**config.mk**
```make
export PLATFORM = sky130hd
export DESIGN_NAME = photon_mixcolserial
export DESIGN_NICKNAME = d
export VERILOG_FILES = /design/src/rtl/photon_pkg.sv /design/src/rtl/photon_mcs_column.sv /design/src/rtl/photon_mixcolserial.sv
export SDC_FILE = /design/constraint.sdc
export NUM_CORES = 1
export LEC_CHECK = 0
export CAP_MARGIN = 5
export CORE_ASPECT_RATIO = 0.5
export CORE_MARGIN = 2
export CORE_UTILIZATION = 45
export CTS_CLUSTER_SIZE = 20
export DETAILED_ROUTE_END_ITERATION = 8
export GPL_TIMING_DRIVEN = 0
export PLACE_DENSITY = 0.8
export SYNTH_ARGS = -nofsm -noshare
export SYNTH_HDL_FRONTEND = slang
export SYNTH_SLANG_ARGS = --single-unit
```
**constraint.sdc**
```tcl
create_clock -name clk -period 2.06 [get_ports clk]
set_clock_uncertainty 0.1 [all_clocks]
set_input_delay 0.412 -clock clk [delete_from_list [all_inputs] [get_ports clk]]
set_output_delay 0.412 -clock clk [all_outputs]
set_load 0.02 [all_outputs]
```
**src/rtl/photon_pkg.sv**
```systemverilog
// ---------------------------------------------------------------------------
// photon_pkg
// Shared definitions for the PHOTON-80/20/16 MixColumnsSerial stage.
//   - state geometry: 5x5 cells of 4 bits, 100-bit state, 20-bit columns
//   - GF(2^4) arithmetic with reduction polynomial x^4+x+1
//   - Serial(1,2,9,9,2) coefficient row
//   - FSM state encoding for the stepping controller
// ---------------------------------------------------------------------------
package photon_pkg;

    localparam int CELL_W  = 4;
    localparam int D       = 5;
    localparam int COL_W   = D * CELL_W;       // one column (or one row) in bits
    localparam int STATE_W = D * D * CELL_W;   // 100

    localparam logic [4:0] GF_POLY = 5'h13;    // x^4 + x + 1

    // Last row of the Serial companion matrix, applied to (v0..v4).
    localparam logic [CELL_W-1:0] SERIAL_COEF [D] = '{4'h1, 4'h2, 4'h9, 4'h9, 4'h2};

    localparam logic [2:0] CNT_LAST = 3'd4;    // step index that completes A^5

    typedef enum logic [1:0] {
        S_IDLE = 2'd0,
        S_RUN  = 2'd1,
        S_DONE = 2'd2
    } mcs_state_e;

    // Multiply by x, reducing the carried-out x^4 term back into the low bits.
    function automatic logic [CELL_W-1:0] gf_mul2(input logic [CELL_W-1:0] a);
        return {a[CELL_W-2:0], 1'b0} ^ (a[CELL_W-1] ? GF_POLY[CELL_W-1:0] : '0);
    endfunction

    // 9 = x^3 + 1
    function automatic logic [CELL_W-1:0] gf_mul9(input logic [CELL_W-1:0] a);
        return gf_mul2(gf_mul2(gf_mul2(a))) ^ a;
    endfunction

    // Multiply by one of the constants that appear in SERIAL_COEF.
    function automatic logic [CELL_W-1:0] gf_mul_coef(input logic [CELL_W-1:0] coef,
                                                      input logic [CELL_W-1:0] a);
        case (coef)
            4'h1:    return a;
            4'h2:    return gf_mul2(a);
            4'h9:    return gf_mul9(a);
            default: return '0;
        endcase
    endfunction

endpackage

```
**src/rtl/photon_mcs_column.sv**
```systemverilog
// ---------------------------------------------------------------------------
// photon_mcs_column
// Combinational single Serial step on one 20-bit column.
// Row 0 sits in the top nibble: v_r = col_in[19-4r -: 4].
// The column shifts up by one cell and the new bottom cell is
//   f = 1*v0 ^ 2*v1 ^ 9*v2 ^ 9*v3 ^ 2*v4  over GF(2^4).
// Ports:
//   col_in   in  20  column before the step
//   col_out  out 20  column after the step (v1,v2,v3,v4,f)
// ---------------------------------------------------------------------------
module photon_mcs_column
    import photon_pkg::*;
(
    input  logic [COL_W-1:0] col_in,
    output logic [COL_W-1:0] col_out
);

    logic [CELL_W-1:0] v [D];
    logic [CELL_W-1:0] f;

    for (genvar r = 0; r < D; r++) begin : g_split
        assign v[r] = col_in[COL_W-1-CELL_W*r -: CELL_W];
    end

    always_comb begin
        // NOTE: every always_comb output gets a default before any branch or loop,
        // so no path can leave it holding a previous value (an inferred latch).
        f = '0;
        for (int r = 0; r < D; r++) begin
            f = f ^ gf_mul_coef(SERIAL_COEF[r], v[r]);
        end
    end

    assign col_out = {v[1], v[2], v[3], v[4], f};

endmodule

```
**src/rtl/photon_mixcolserial.sv**
```systemverilog
// ---------------------------------------------------------------------------
// photon_mixcolserial
// MixColumnsSerial stage of the PHOTON-80/20/16 permutation. Accepts one
// 100-bit state, applies Serial(1,2,9,9,2) five times to all five columns in
// parallel, and presents the mixed state until the consumer takes it.
//
// Build option:
//   PHOTON_MCS_UNROLL_EN  when defined, all five Serial steps are chained
//                         combinationally and RUN lasts a single cycle.
//
// Ports:
//   clk        in   1    rising-edge clock
//   rst        in   1    synchronous active-high reset
//   in_valid   in   1    state_in holds a state to accept
//   in_ready   out  1    block can accept this cycle
//   state_in   in   100  input state, cell (r,c) = state_in[99-20r-4c -: 4]
//   out_valid  out  1    state_out holds the result
//   out_ready  in   1    consumer takes the result this cycle
//   state_out  out  100  mixed state, same layout as state_in
//   busy       out  1    high while stepping (RUN)
// ---------------------------------------------------------------------------
module photon_mixcolserial
    import photon_pkg::*;
(
    input  logic               clk,
    input  logic               rst,
    input  logic               in_valid,
    output logic               in_ready,
    input  logic [STATE_W-1:0] state_in,
    output logic               out_valid,
    input  logic               out_ready,
    output logic [STATE_W-1:0] state_out,
    output logic               busy
);

    mcs_state_e         state_q, state_d;
    logic [STATE_W-1:0] st;
    logic [STATE_W-1:0] mix_next;
    logic               load;
    logic               last_step;

    logic [COL_W-1:0] col_cur [D];
    logic [COL_W-1:0] col_nxt [D];

    // Columns are not contiguous in the row-major state: gather each column's
    // cells on the way in and scatter them back on the way out.
    for (genvar c = 0; c < D; c++) begin : g_col
        for (genvar r = 0; r < D; r++) begin : g_row
            assign col_cur[c][COL_W-1-CELL_W*r -: CELL_W] =
                st[STATE_W-1-COL_W*r-CELL_W*c -: CELL_W];
            assign mix_next[STATE_W-1-COL_W*r-CELL_W*c -: CELL_W] =
                col_nxt[c][COL_W-1-CELL_W*r -: CELL_W];
        end

`ifdef PHOTON_MCS_UNROLL_EN
        logic [COL_W-1:0] chain [D+1];
        assign chain[0] = col_cur[c];
        for (genvar k = 0; k < D; k++) begin : g_step
            photon_mcs_column u_step (
                .col_in  (chain[k]),
                .col_out (chain[k+1])
            );
        end
        assign col_nxt[c] = chain[D];
`else
        photon_mcs_column u_step (
            .col_in  (col_cur[c]),
            .col_out (col_nxt[c])
        );
`endif
    end

`ifdef PHOTON_MCS_UNROLL_EN
    // The whole A^5 is applied in one RUN cycle.
    assign last_step = 1'b1;
`else
    logic [2:0] cnt;
    assign last_step = (cnt == CNT_LAST);
`endif

    always_ff @(posedge clk) begin
        // NOTE: sequential state uses non-blocking assignments so every register
        // samples pre-edge values, independent of block evaluation order.
        if (rst) begin
            state_q <= S_IDLE;
        end else begin
            state_q <= state_d;
        end
    end

    always_comb begin
        state_d   = state_q;
        load      = 1'b0;
        in_ready  = 1'b0;
        out_valid = 1'b0;
        busy      = 1'b0;
        case (state_q)
            S_IDLE: begin
                in_ready = 1'b1;
                if (in_valid) begin
                    load    = 1'b1;
                    state_d = S_RUN;
                end
            end
            S_RUN: begin
                busy = 1'b1;
                if (last_step) begin
                    state_d = S_DONE;
                end
            end
            S_DONE: begin
                out_valid = 1'b1;
                // Result leaves and a new state may enter on the same edge.
                in_ready  = out_ready;
                if (out_ready) begin
                    if (in_valid) begin
                        load    = 1'b1;
                        state_d = S_RUN;
                    end else begin
                        state_d = S_IDLE;
                    end
                end
            end
            default: state_d = S_IDLE;
        endcase
    end

    always_ff @(posedge clk) begin
        if (rst) begin
            // NOTE: the working register is reset even though it is a datapath
            // register, because state_out must read zero straight out of reset.
            st <= '0;
`ifndef PHOTON_MCS_UNROLL_EN
            cnt <= '0;
`endif
        end else if (load) begin
            st <= state_in;
`ifndef PHOTON_MCS_UNROLL_EN
            cnt <= '0;
`endif
        end else if (busy) begin
            st <= mix_next;
`ifndef PHOTON_MCS_UNROLL_EN
            cnt <= cnt + 3'd1;
`endif
        end
    end

    assign state_out = st;

endmodule

```
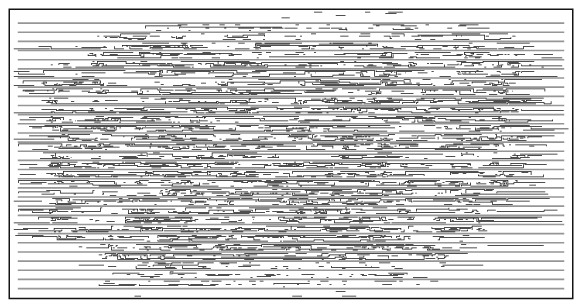
(images/m1.png)
Supply wires on this layer in grey.
wire length on this layer = 9480 um
longest straight run = 63.9 um
share of all routed wire = 45%
met1 Use GR: 40.4%
DR vias: 6100
drt total wl: 21.3 mm

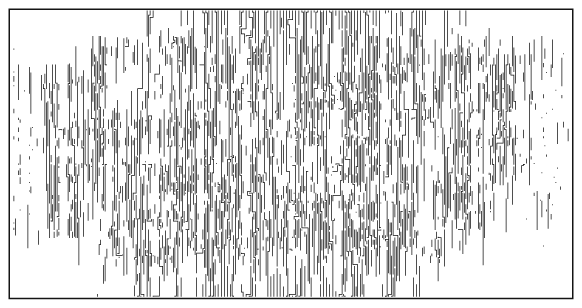
(images/m2.png)
longest straight run = 39.4 um
share of all routed wire = 46%
nets with wire on the layer = 879

==> flow_metrics.env <==
# source this file to load flow results
export IMPL_routedWlPerCell_um=19.8
export IMPL_cts_buffers=9
export IMPL_drtPass1Iterations=5
export IMPL_place_ws_ns=-0.351
export IMPL_grt_max_degree=18
export IMPL_final_area_um2=8520
export IMPL_num_rows=29
export IMPL_fin_nets=1006
export IMPL_syn_nets=792
export IMPL_yosysCellCount=686
export IMPL_clockBufferDepth=2
export IMPL_postRouteAntennaNets=0
export IMPL_area_leaders="dfxtp_1, a311oi_2, nand2_1"
export IMPL_stdcell_count=1075
export IMPL_drc_errors=0
export IMPL_cts_htree_levels=3
export IMPL_post_cts_buffers=0
export IMPL_critical_path_class="register to output port"
export IMPL_antenna_cells=0
export IMPL_crit_fanout=6
export IMPL_ys_seq_share_pct=35.2
export IMPL_dieArea_um2=14300
export IMPL_whs_ns=0.436
export IMPL_holdBufCountCts=0
export IMPL_layout_drive_gt1_share_pct=15.5
export IMPL_worstPathCellList="clkdlybuf4s50_1"
export IMPL_max_cap_violations=0
export IMPL_worstMarginPinSlew_ns=0.797
export IMPL_fillers=1073
export IMPL_p_int_mw=4.49
export IMPL_cp_end_kind="output port"
export IMPL_worst_slack_ns=0.0332
export IMPL_synthesis_area_um2=5980
export IMPL_final_seq_area_um2=2100
export IMPL_ys_types=32
export IMPL_grt_use_total_pct=29.3
export IMPL_clkPwrFrac_pct=23.5
export IMPL_place_inst=1061
export IMPL_top_area_cell="dfxtp_1"
export IMPL_outcome="completed"
export IMPL_crit_family="buffers and inverters"
export IMPL_ioPinCount=207
export IMPL_combPwrFrac_pct=39.0
export IMPL_place_area_um2=8240
export IMPL_avgSynthCellArea_um2=8.71
export IMPL_cp_arrival_ns=1.51
[worst paths after layout]
kind                               startpoint       endpoint  depth (start not counted)
worst max-delay path             state_out[5]   state_out[5]                          1
worst min-delay path            state_out[98]  state_out[98]                          2
worst max register to register     state_q[1]  state_out[75]                          7
worst min register to register  state_out[98]  state_out[98]                          2
[metal layers]
| metal | routed length [um] | track usage [%] | share of wire (%) | vias up |
|---|---|---|---|---|
| li1 | - | - | - | 2793 |
| met1 | 9480 | 40.4 | 45 | 2974 |
| met2 | 9800 | 47.8 | 46 | 310 |
| met3 | 1760 | 5.78 | 8.3 | 23 |
| met4 | 247 | 6.74 | 1.2 | 0 |
| met5 | 0 | 0 | 0 | - |
[power groups by stage]
stage                     Combinational (mW)  Clock [mW]  Sequential, mW
after floorplan                         1.43           0            2.88
after global placement                  2.70           0            2.70
after detailed placement                2.74           0            2.70
after CTS                               2.76        1.67            2.65
after global routing                    2.93        1.76            2.70
final                                   2.77        1.67            2.66
[through the flow]
| step | util (%) | setup TNS [ns] | power [mW] |
|---|---|---|---|
| after floorplan | - | 0 | 4.31 |
| after global placement | 64.3 | -18.69 | 5.40 |
| after detailed placement | 64.3 | -22.91 | 5.43 |
| after CTS | 66.6 | 0 | 7.08 |
| after global routing | 66.5 | 0 | 7.39 |
| final | 66.5 | 0 | 7.10 |
[final cells by class]
cell class | instances | share of cell area [%]
inverter | 5 | 0.250
timing repair buffer | 205 | 24.1
clock buffer | 11 | 2.85
sequential | 105 | 24.7
buffer | 53 | 3.11
clock inverter | 5 | 0.455
tap | 170 | 2.50
multi-input combinational | 521 | 42.1
[sequential cells by signal, summed over array words and instances, names as in the netlist]
name,count
cnt,3
state_q,2
state_out,100
[Yosys cell counts]
cell,instances
nor2_1,108
nor3_1,3
a22oi_1,6
nand2_1,182
xnor2_1,63
and2_1,2
and2b_4,1
nand3_1,2
inv_2,1
buf_2,32
nand2b_1,1
ha_1,2
nand2b_4,2
a21oi_1,10
dfxtp_1,105
a2111oi_2,10
clkbuf_1,17
a21oi_4,1
a21o_1,1
o22ai_1,6
a2bb2oi_1,1
nand3b_1,2
xor2_1,21
buf_1,1
xnor3_1,4
o2bb2ai_1,7
buf_4,5
inv_1,4
a311oi_1,12
o21ai_1,3
a311oi_2,70
nor2b_1,1
[what timing repair did]
| item | 4_1_cts | 5_1_grt |
|---|---|---|
| pin swaps | 0 | 0 |
| resized | 13 | 4 |
| endpoints found under the setup margin | 3 | 4 |
[cells by family after synthesis]
kind of cell	after synthesis	synth area share, %
flops	105	35.2
xor+xnor	88	13.8
compound gates	127	25.9
simple gates	304	19.9
fa+ha+maj	2	0.419
buf+inv	60	4.75
Power figures rest on the tool's default switching activity, not on a simulated workload.
